`src/rtl/fetch_controller.sv`:
```
// -----------------------------------------------------------------------------
// fetch_controller
//
// Program-counter sequencer and instruction-memory fetch handshake for the
// MiniMicro core. At most one 32-bit fetch is outstanding at any time. The
// returned word is held in a one-entry buffer until decode takes it. A
// branch/jump redirect takes priority over sequential PC+4. A redirect that
// lands while a fetch is in flight marks that fetch as stale, so its response
// is thrown away when it arrives.
//
// Optional feature (compile-time macro): MISALIGN_TRAP_EN
//   defined   : a redirect whose target[1:0] != 0 vectors to TRAP_ADDR and
//               raises misalign_fault for one cycle.
//   undefined : target[1:0] are forced to 2'b00, misalign_fault is tied 0 and
//               TRAP_ADDR is not used.
//
// Parameters:
//   RESET_ADDR       PC value loaded on reset
//   TRAP_ADDR        vector used for a misaligned redirect (feature only)
//
// Ports:
//   clk              core clock; all state changes on its rising edge
//   rst              synchronous active-high reset
//   fetch_stall      blocks issue of new fetch requests only
//   redirect_valid   branch/jump taken this cycle
//   redirect_target  new PC for the redirect
//   imem_req_valid   fetch request valid (address held while valid)
//   imem_req_addr    word-aligned fetch address (= pc_out)
//   imem_req_ready   memory accepts the request
//   imem_rsp_valid   fetched word returned
//   imem_rsp_data    fetched instruction word
//   instr_valid      buffered instruction valid towards decode
//   instr_data       buffered instruction word
//   instr_pc         address of the buffered instruction
//   instr_ready      decode consumes the buffered instruction
//   pc_out           current fetch PC register
//   misalign_fault   one-cycle pulse after a misaligned redirect
// -----------------------------------------------------------------------------
module fetch_controller #(
   parameter logic [31:0] RESET_ADDR = 32'h0000_0000,
   parameter logic [31:0] TRAP_ADDR  = 32'h0000_0010
) (
   input  logic        clk,
   input  logic        rst,
   input  logic        fetch_stall,
   input  logic        redirect_valid,
   input  logic [31:0] redirect_target,
   output logic        imem_req_valid,
   output logic [31:0] imem_req_addr,
   input  logic        imem_req_ready,
   input  logic        imem_rsp_valid,
   input  logic [31:0] imem_rsp_data,
   output logic        instr_valid,
   output logic [31:0] instr_data,
   output logic [31:0] instr_pc,
   input  logic        instr_ready,
   output logic [31:0] pc_out,
   output logic        misalign_fault
);

   typedef enum logic [1:0] {
      ST_REQ  = 2'd0,   // ready to issue the next fetch
      ST_WAIT = 2'd1,   // one fetch outstanding, waiting for its response
      ST_HOLD = 2'd2    // buffer full, waiting for decode to take it
   } state_t;

   state_t      r_state;
   state_t      w_state_next;

   logic [31:0] r_pc;
   logic [31:0] w_pc_next;
   logic [31:0] r_inflight_pc;
   logic [31:0] w_inflight_pc_next;
   logic [31:0] r_instr_data;
   logic [31:0] w_instr_data_next;
   logic [31:0] r_instr_pc;
   logic [31:0] w_instr_pc_next;
   logic        r_instr_valid;
   logic        w_instr_valid_next;
   logic        r_kill;
   logic        w_kill_next;
   logic        r_misalign;
   logic        w_misalign_next;

   logic        w_req_valid;
   logic        w_req_fire;
   logic        w_misaligned;
   logic [31:0] w_redirect_pc;

   // Redirect address resolution
`ifdef MISALIGN_TRAP_EN
   assign w_misaligned  = (redirect_target[1:0] != 2'b00);
   assign w_redirect_pc = w_misaligned ? TRAP_ADDR : redirect_target;
`else
   // Low bits are dropped so the PC can never become misaligned; the trap
   // vector and the dropped bits are deliberately left unused here.
   logic w_unused_bits;
   assign w_unused_bits = ^{TRAP_ADDR, redirect_target[1:0]};
   assign w_misaligned  = 1'b0;
   assign w_redirect_pc = {redirect_target[31:2], 2'b00};
`endif

   // A redirect in the same cycle suppresses the request so that the old
   // sequential address never reaches memory after a taken branch.
   assign w_req_valid = (r_state == ST_REQ) & ~fetch_stall & ~redirect_valid & ~rst;
   assign w_req_fire  = w_req_valid & imem_req_ready;

   // State register
   always_ff @(posedge clk) begin
      if (rst) begin
         r_state       <= ST_REQ;
         r_pc          <= RESET_ADDR;
         r_inflight_pc <= 32'h0000_0000;
         r_instr_data  <= 32'h0000_0000;
         r_instr_pc    <= 32'h0000_0000;
         r_instr_valid <= 1'b0;
         r_kill        <= 1'b0;
         r_misalign    <= 1'b0;
      end else begin
         r_state       <= w_state_next;
         r_pc          <= w_pc_next;
         r_inflight_pc <= w_inflight_pc_next;
         r_instr_data  <= w_instr_data_next;
         r_instr_pc    <= w_instr_pc_next;
         r_instr_valid <= w_instr_valid_next;
         r_kill        <= w_kill_next;
         r_misalign    <= w_misalign_next;
      end
   end

   // Next-state logic
   always_comb begin
      w_state_next       = r_state;
      w_pc_next          = r_pc;
      w_inflight_pc_next = r_inflight_pc;
      w_instr_data_next  = r_instr_data;
      w_instr_pc_next    = r_instr_pc;
      w_instr_valid_next = r_instr_valid;
      w_kill_next        = r_kill;
      w_misalign_next    = 1'b0;

      if (redirect_valid) begin
         // Redirect wins over everything else in every state.
         w_pc_next          = w_redirect_pc;
         w_instr_valid_next = 1'b0;
         w_misalign_next    = w_misaligned;
         case (r_state)
            ST_WAIT: begin
               if (imem_rsp_valid) begin
                  // The response is consumed (and dropped) right now, so
                  // nothing is left in flight that would need squashing.
                  w_kill_next  = 1'b0;
                  w_state_next = ST_REQ;
               end else begin
                  w_kill_next  = 1'b1;
               end
            end
            ST_HOLD: w_state_next = ST_REQ;
            default: w_state_next = ST_REQ;
         endcase
      end else begin
         case (r_state)
            ST_REQ: begin
               if (w_req_fire) begin
                  w_inflight_pc_next = r_pc;
                  w_pc_next          = r_pc + 32'd4;
                  w_state_next       = ST_WAIT;
               end
            end
            ST_WAIT: begin
               if (imem_rsp_valid) begin
                  w_state_next = r_kill ? ST_REQ : ST_HOLD;
                  w_kill_next  = 1'b0;
                  if (!r_kill) begin
                     w_instr_data_next  = imem_rsp_data;
                     w_instr_pc_next    = r_inflight_pc;
                     w_instr_valid_next = 1'b1;
                  end
               end
            end
            ST_HOLD: begin
               if (instr_ready) begin
                  w_instr_valid_next = 1'b0;
                  w_state_next       = ST_REQ;
               end
            end
            default: w_state_next = ST_REQ;
         endcase
      end
   end

   assign imem_req_valid = w_req_valid;
   assign imem_req_addr  = r_pc;
   assign pc_out         = r_pc;
   assign instr_valid    = r_instr_valid;
   assign instr_data     = r_instr_data;
   assign instr_pc       = r_instr_pc;
   assign misalign_fault = r_misalign;

endmodule

```
`config.mk`:
```
export PLATFORM = sky130hd
export DESIGN_NAME = fetch_controller
export DESIGN_NICKNAME = d
export VERILOG_FILES = /design/src/rtl/fetch_controller.sv
export SDC_FILE = /design/constraint.sdc
export NUM_CORES = 1
export LEC_CHECK = 0
export CAP_MARGIN = 10
export CORE_MARGIN = 2
export CORE_UTILIZATION = 40
export CTS_BUF_LIST = sky130_fd_sc_hd__clkbuf_8
export DETAILED_ROUTE_END_ITERATION = 10
export GPL_ROUTABILITY_DRIVEN = 0
export GPL_TIMING_DRIVEN = 0
export PLACE_DENSITY = 0.87
export SYNTH_ARGS = -nofsm -noshare
export SYNTH_HDL_FRONTEND = slang
export SYNTH_SLANG_ARGS = --single-unit
```
`constraint.sdc`:
```
create_clock -name clk -period 2.4 [get_ports clk]
set_clock_uncertainty 0.15 [all_clocks]
set_input_delay 0.72 -clock clk [delete_from_list [all_inputs] [get_ports clk]]
set_output_delay 0.72 -clock clk [all_outputs]
set_load 0.005 [all_outputs]
```
run_1/placement_by_type.png
The bar under the picture is 20 um long.
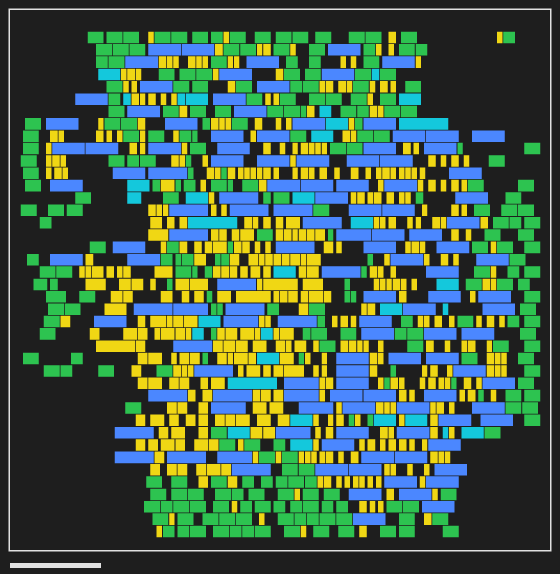
[flops] blue | cells: 126 | share of their area: 33%
[clock drivers and dummy loads] cyan | cells: 32 | share of their area: 5.4%
[combinational and other logic] yellow | cells: 471 | share of their area: 31%
[other buffers and delay cells] green | cells: 275 | share of their area: 31%

run_1/layer_met1.png
Supply wires on this layer in gray. Cells faint in the background.
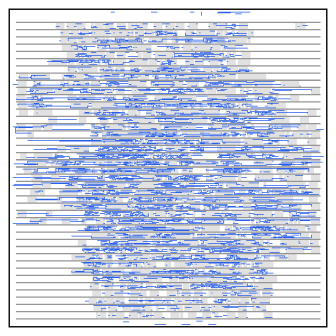
main direction: horizontal
share of all routed wire: 40%
nets with wire on the layer: 873
wire length on this layer: 7,070 um

==> flow.log, run 1 <==
[report] implementation figures
[metrics] placed cell areas: 7430 um2
[metrics] post-synthesis instance area: 5280 um2
[metrics] pin count of the biggest net entering global routing: 17
[metrics] total power: 4660 uW
[metrics] Worst R2R Start: imem_req_addr[12]
[metrics] Longest Clk Path Bufs: 2
[metrics] class of the tightest hold or removal check: register to register
[metrics] worst reg2reg endpoint: imem_req_addr[21]
[metrics] share of final-layout standard cells stronger than drive strength 1: 14.2%
[metrics] leading cell types in the layout, fill and taps excluded: 197 x sky130_fd_sc_hd__nand2_1, 187 x sky130_fd_sc_hd__clkdlybuf4s50_1, 110 x sky130_fd_sc_hd__a21oi_1, 96 x sky130_fd_sc_hd__dfxtp_1, 44 x sky130_fd_sc_hd__buf_4
[metrics] transition time at the pin with the least slew margin: 0.804 ns
[metrics] number of violations of the max-capacitance limit: 0
[metrics] average wire per cell in the routed design: 16.3 um
[metrics] synthesis-to-layout area growth: 52.1%
[metrics] Synth Area per Inst: 7.86 um2
[metrics] Setup Total Neg Slack: 0 ns
[metrics] count of vias placed by the detailed router: 5,602
[metrics] status: finished clean
[metrics] via count of the first global-routing pass: 5,339
[metrics] # Cells Yosys: 672
[metrics] tally of OpenROAD warnings: 29
[metrics] Hold Path Stages: 2
[metrics] post-route fraction of the period consumed by the critical path: 99.1%
[metrics] Core Rows: 41
[metrics] Slew HR: 46.0%
[metrics] register share after synthesis: 47.7%
[metrics] maximum vdd ir drop: 331 uV
[metrics] chain of cells forming the critical path: clkbuf_4 > or2_4 > nor4_2 > buf_2
[metrics] arrival time at the worst endpoint: 1.51 ns
[metrics] Worst R2R Setup Slack: 0.18 ns
[metrics] endpoint with the worst hold slack: instr_data[13]
[metrics] cell count of the worst reg-to-reg path: 5
[metrics] total power divided by cell area: 580 nW/um2
[metrics] Setup crit start kind: input pin
[metrics] average vias per placed instance: 5.21
[metrics] # hold bufs at CTS: 0
[metrics] post-synthesis chip area from yosys: 5280 um2
[metrics] clock tree from TritonCTS: yes
[metrics] WS Path Type: input pin to output port
[metrics] Synth async-reset ratio: 0%
[metrics] most instantiated logic cell after routing: sky130_fd_sc_hd__nand2_1
[metrics] remaining design rule violation count: 0
[metrics] Critical Path RT: 1.53 ns
[metrics] count of buffers from port buffering: 190
run_1/sizes.png
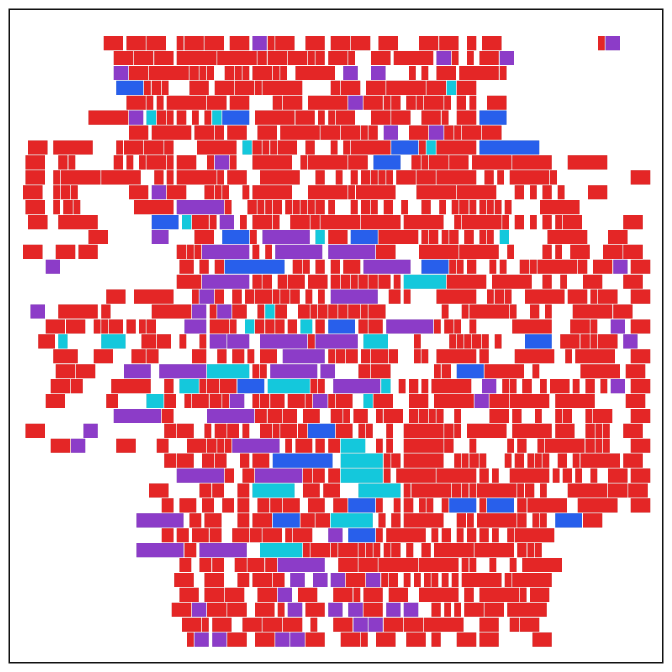
[_2 cells] cyan | cells: 28 | most used: dfxtp_2
[_0 and _1 cells] red | cells: 776 | most used: nand2_1
[_6 and larger] blue | cells: 23 | most used: clkbuf_8
[_3 and _4 cells] purple | cells: 77 | most used: buf_4

run_1/clocks.png
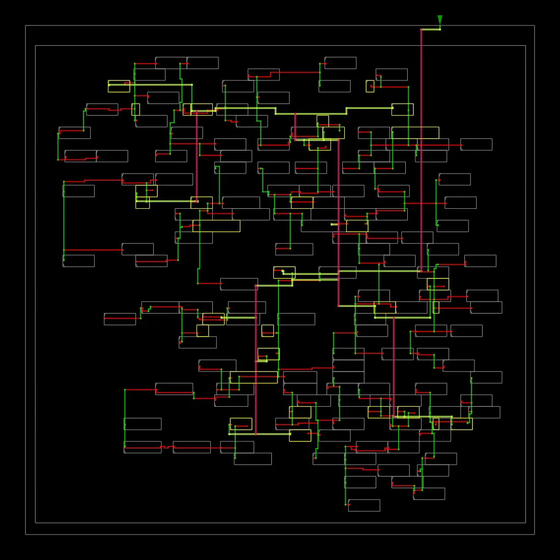
number of flip-flops and latches: 126
number of clock sinks seen by CTS: 126

-- run 1: routing by layer --
layer,up-vias,global-route usage (%),part of all wire [%]
met4,0,11.2,3.2
met1,2628,29.3,40
met3,48,6.13,6.9
li1,2669,-,-
met5,-,0,0
met2,257,41.1,49
-- run 1: worst register-to-register path, cell delays in order (launching register included) --
cell	delay (ns)
sky130_fd_sc_hd__dfxtp_2	0.40
sky130_fd_sc_hd__nand3_1	0.25
sky130_fd_sc_hd__nor3_1	0.74
sky130_fd_sc_hd__nand3_1	0.19
sky130_fd_sc_hd__xor2_1	0.19
sky130_fd_sc_hd__a211oi_1	0.21
-- run 1: flip-flops by register name, summed over array words and instances, names as in the netlist --
register,flops
imem_req_addr,30
r_inflight_pc,30
instr_valid,1
r_kill,1
instr_pc,30
instr_data,32
r_state,2
-- run 1: cells in the mapped netlist, drive strengths merged (4+ instances only) --
cell | instances | share of area (%)
o21ai | 6 | 0.57
clkbuf | 39 | 2.8
a31oi | 10 | 1.2
a21oi | 110 | 10
buf | 42 | 5.8
nor4 | 4 | 0.88
and2 | 10 | 1.2
and3 | 4 | 0.47
a211oi | 12 | 1.7
nor3 | 6 | 0.57
dfxtp | 126 | 48
nand4 | 15 | 1.8
nor2 | 23 | 1.8
nand3 | 13 | 1.2
xor2 | 18 | 3.0
nand2 | 197 | 14
o22ai | 9 | 1.1
-- run 1: cells by family (layout without fill, tap and decap cells) --
kind of cell,after synthesis,after routing,synth area share [%]
AOI/OAI and AO/OA,156,156,16.4
xor gates and xnor gates,19,19,3.15
adders and majority gates,1,1,0.237
buffers and inverters,85,311,8.86
DFF,126,126,47.7
other,1,7,0.0710
and+or+nand+nor,284,284,23.6
-- run 1: through the flow --
step	setup WS (ns)	utilization, %	std cells
5_1_grt	-0.00297	62.9	1076
2_1_floorplan	0.0131	-	678
3_5_place_dp	-0.862	58.2	1040
3_3_place_gp	-0.838	58.2	1040
4_1_cts	0.00352	62.3	1074
6_report	0.0223	62.9	1076
-- run 1: where the power goes --
part	switching, uW	leakage [uW]	internal [uW]
registers	85.1	0.00104	2130
clock network	851	0.000213	1100
logic	192	0.00155	307
-- run 1: repair_timing --
action,4_1_cts,5_1_grt
pin swaps,5,6
setup endpoints to repair,165,88
gates resized,54,30
endpoints found under the hold margin,0,0
setup buffers,3,3
gates cloned,0,0
-- run 1: worst max path at each step --
stage               cells past startpoint               from           endpoint
floorplan                               6        fetch_stall  imem_req_addr[17]
finish                                  4     redirect_valid     imem_req_valid
CTS                                     2  imem_req_addr[16]         pc_out[16]
detailed placement                      7        fetch_stall  imem_req_addr[29]
global route                            4     redirect_valid     imem_req_valid
global placement                        7        fetch_stall  imem_req_addr[22]
-- run 1: layout make-up --
cell class | count | area, um2
fill | 1051 | 4740
sequential | 126 | 2610
multi-input combinational | 467 | 2380
timing repair buffer | 196 | 1940
buffer | 79 | 454
clock buffer | 20 | 275
tap | 172 | 215
clock inverter | 12 | 144
inverter | 4 | 15.0
run_1/clk_routes.png
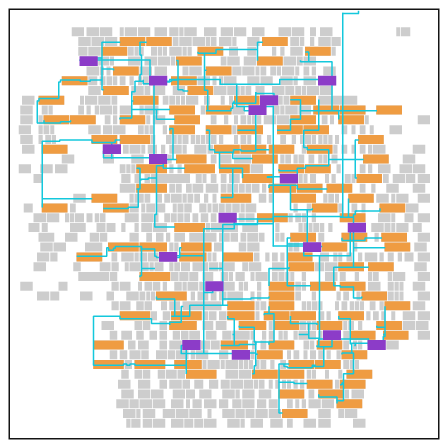

--- run 2 (diff from run 1) ---
--- a/config.mk
+++ b/config.mk
@@ -6,7 +6,7 @@
 export NUM_CORES = 1
 export LEC_CHECK = 0
 export CAP_MARGIN = 10
-export CORE_MARGIN = 2
+export CORE_MARGIN = 3
 export CORE_UTILIZATION = 40
 export CTS_BUF_LIST = sky130_fd_sc_hd__clkbuf_8
 export DETAILED_ROUTE_END_ITERATION = 10
run_2/clk_routes.png
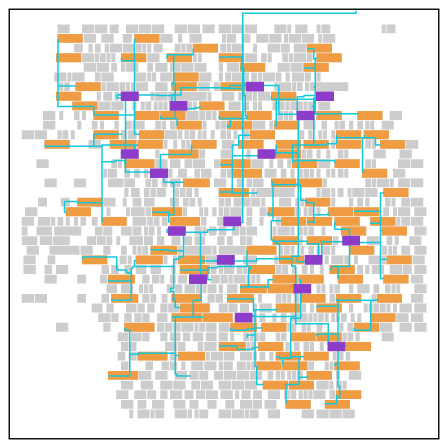
[clock drivers] purple | count: 17
[clock wires] cyan | length: 1,480 um
[flip-flops] orange | count: 126
routed clock nets: 18

run_2/clocks.png
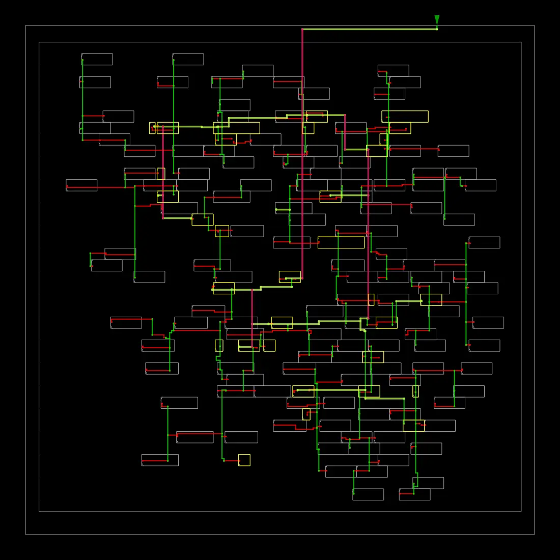
tally of clock buffers in the finished layout: 18
clock buffer count from CTS: 17
Clock Latency Late Sink: 0.44 ns

run_2/placement_by_type.png
The bar under the picture is 20 um long.
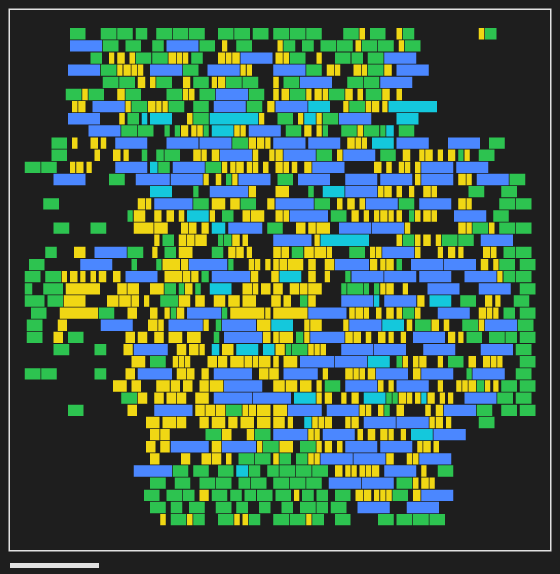
[flops] blue | cells: 126 | share of their area: 33%
[other buffers and delay cells] green | cells: 274 | share of their area: 31%
[clock drivers and dummy loads] cyan | cells: 32 | share of their area: 5.1%
[combinational and other logic] yellow | cells: 471 | share of their area: 31%

==> flow.log, run 2 <==
[report] implementation figures
[metrics] post-route fraction of the period consumed by the critical path: 98.3%
[metrics] top cell types by occurrence after synthesis: 197 x sky130_fd_sc_hd__nand2_1, 126 x sky130_fd_sc_hd__dfxtp_1, 110 x sky130_fd_sc_hd__a21oi_1, 39 x sky130_fd_sc_hd__clkbuf_1, 37 x sky130_fd_sc_hd__buf_4
[metrics] register area: 2600 um2
[metrics] post-synthesis chip area from yosys: 5280 um2
[metrics] remaining design rule violation count: 0
[metrics] transition time at the pin with the least slew margin: 0.790 ns
[metrics] tally of filler cells in the layout: 1,048
[metrics] library cell occupying the most area in the post-synthesis netlist: sky130_fd_sc_hd__dfxtp_1
[metrics] class of the tightest hold or removal check: register to register
[metrics] status: finished clean
[metrics] power spent charging and discharging nets: 1100 uW
[metrics] total power divided by cell area: 572 nW/um2
[metrics] register share after synthesis: 47.7%
[metrics] clock group share of total power: 40.7%
[metrics] post-route met1 wirelength: 7060 um
[metrics] pin count of the biggest net entering global routing: 17
[metrics] average vias per placed instance: 5.08
[metrics] count of vias placed by the detailed router: 5,457
[metrics] Worst R2R Start: imem_req_addr[11]
[metrics] Setup crit start kind: register
[metrics] Synth Area per Inst: 7.86 um2
[metrics] chain of cells forming the critical path: buf_4 > clkdlybuf4s50_1
[metrics] synthesis-to-layout area growth: 51.4%
[metrics] post-synthesis instance area: 5280 um2
[metrics] worst reg2reg endpoint: imem_req_addr[21]
[metrics] Longest Clk Path Bufs: 2
[metrics] # Cells Yosys: 672
[metrics] Worst R2R Setup Slack: 0.11 ns
[metrics] Synth area leaders: sky130_fd_sc_hd__dfxtp_1 48%, sky130_fd_sc_hd__nand2_1 14%, sky130_fd_sc_hd__a21oi_1 10%
[metrics] placed cell areas: 7430 um2
[metrics] maximum vdd ir drop: 337 uV
[metrics] cell count of the worst reg-to-reg path: 5
[metrics] routed length on met3: 1280 um
[metrics] internal power: 3470 uW
[metrics] combinational gate area: 2370 um2
[metrics] count of buffers from port buffering: 190
[metrics] Gate power share: 10.9%
[metrics] total power: 4570 uW
[metrics] leading cell types in the layout, fill and taps excluded: 197 x sky130_fd_sc_hd__nand2_1, 187 x sky130_fd_sc_hd__clkdlybuf4s50_1, 110 x sky130_fd_sc_hd__a21oi_1, 96 x sky130_fd_sc_hd__dfxtp_1, 42 x sky130_fd_sc_hd__buf_4
[metrics] most frequently used cell type in the post-synthesis netlist: sky130_fd_sc_hd__nand2_1
[metrics] flip-flop count of the largest register after layout: 32
[metrics] switching share of power: 24.1%
[metrics] arrival time at the worst endpoint: 1.49 ns
[metrics] WS Path Type: register to output port
[metrics] average wire per cell in the routed design: 16.0 um
[run 2: worst max-delay path by stage]
stage	cells after the start	end	from	slack, ns
2_1_floorplan	6	imem_req_addr[17]	fetch_stall	0.01
3_3_place_gp	7	imem_req_addr[22]	fetch_stall	-0.87
3_5_place_dp	7	imem_req_addr[29]	fetch_stall	-0.90
4_1_cts	4	imem_req_valid	redirect_valid	-0.09
5_1_grt	7	instr_data[18]	imem_rsp_valid	-0.02
6_report	2	pc_out[29]	imem_req_addr[29]	0.04
[run 2: per-layer routing]
| layer | vias up | global-route usage, % |
|---|---|---|
| met5 | - | 0 |
| met4 | 0 | 9.49 |
| met3 | 35 | 5.78 |
| met2 | 235 | 37.5 |
| met1 | 2507 | 29.0 |
| li1 | 2680 | - |
[run 2: worst register-to-register path, delay by kind of cell (launching register included)]
family / cells / cell delay [ns]
simple gates: 3 / 1.20
compound gates: 1 / 0.24
xor+xnor: 1 / 0.18
flops: 1 / 0.43
[run 2: power groups by stage]
stage | Combinational (uW) | Sequential (uW) | Clock [uW]
6_report | 500 | 2210 | 1860
4_1_cts | 495 | 2220 | 1880
2_1_floorplan | 195 | 2230 | 0
5_1_grt | 537 | 2220 | 1980
3_5_place_dp | 484 | 2260 | 0
3_3_place_gp | 476 | 2260 | 0
[run 2: layout make-up]
| cell class | count | share of cell area [%] |
|---|---|---|
| clock buffers | 18 | 3.10 |
| flip-flops and latches | 126 | 32.5 |
| plain buffers | 80 | 5.82 |
| multi-input cells | 467 | 29.7 |
| inverters | 4 | 0.188 |
| well taps | 172 | 2.69 |
| clock inverters | 14 | 1.91 |
| repair buffers | 194 | 24.1 |
[run 2: logic make-up after synthesis]
logic type,synth area share [%]
AOI/OAI and AO/OA,16.4
xor gates and xnor gates,3.15
adders and majority gates,0.237
buffers and inverters,8.86
DFF,47.7
other,0.0710
and+or+nand+nor,23.6
[run 2: repair_timing]
| item | in CTS | in global routing |
|---|---|---|
| setup endpoints to repair | 158 | 93 |
| pin swaps | 4 | 5 |
| setup buffers | 3 | 1 |
| gates resized | 45 | 30 |
[run 2: through the flow]
step	hold WS, ns	utilization (%)	instances	setup TNS (ns)	worst slack, ns
after floorplan	0.282	-	678	0	0.0131
after global placement	0.289	58.2	1040	-83.09	-0.875
after detailed placement	0.295	58.2	1040	-89.29	-0.898
after CTS	0.302	62.1	1074	-0.192	-0.0902
after global routing	0.311	62.6	1075	-0.0918	-0.0184
final	0.301	62.6	1075	0	0.0403
No activity file was given, so power comes from the tool's default toggle rates.
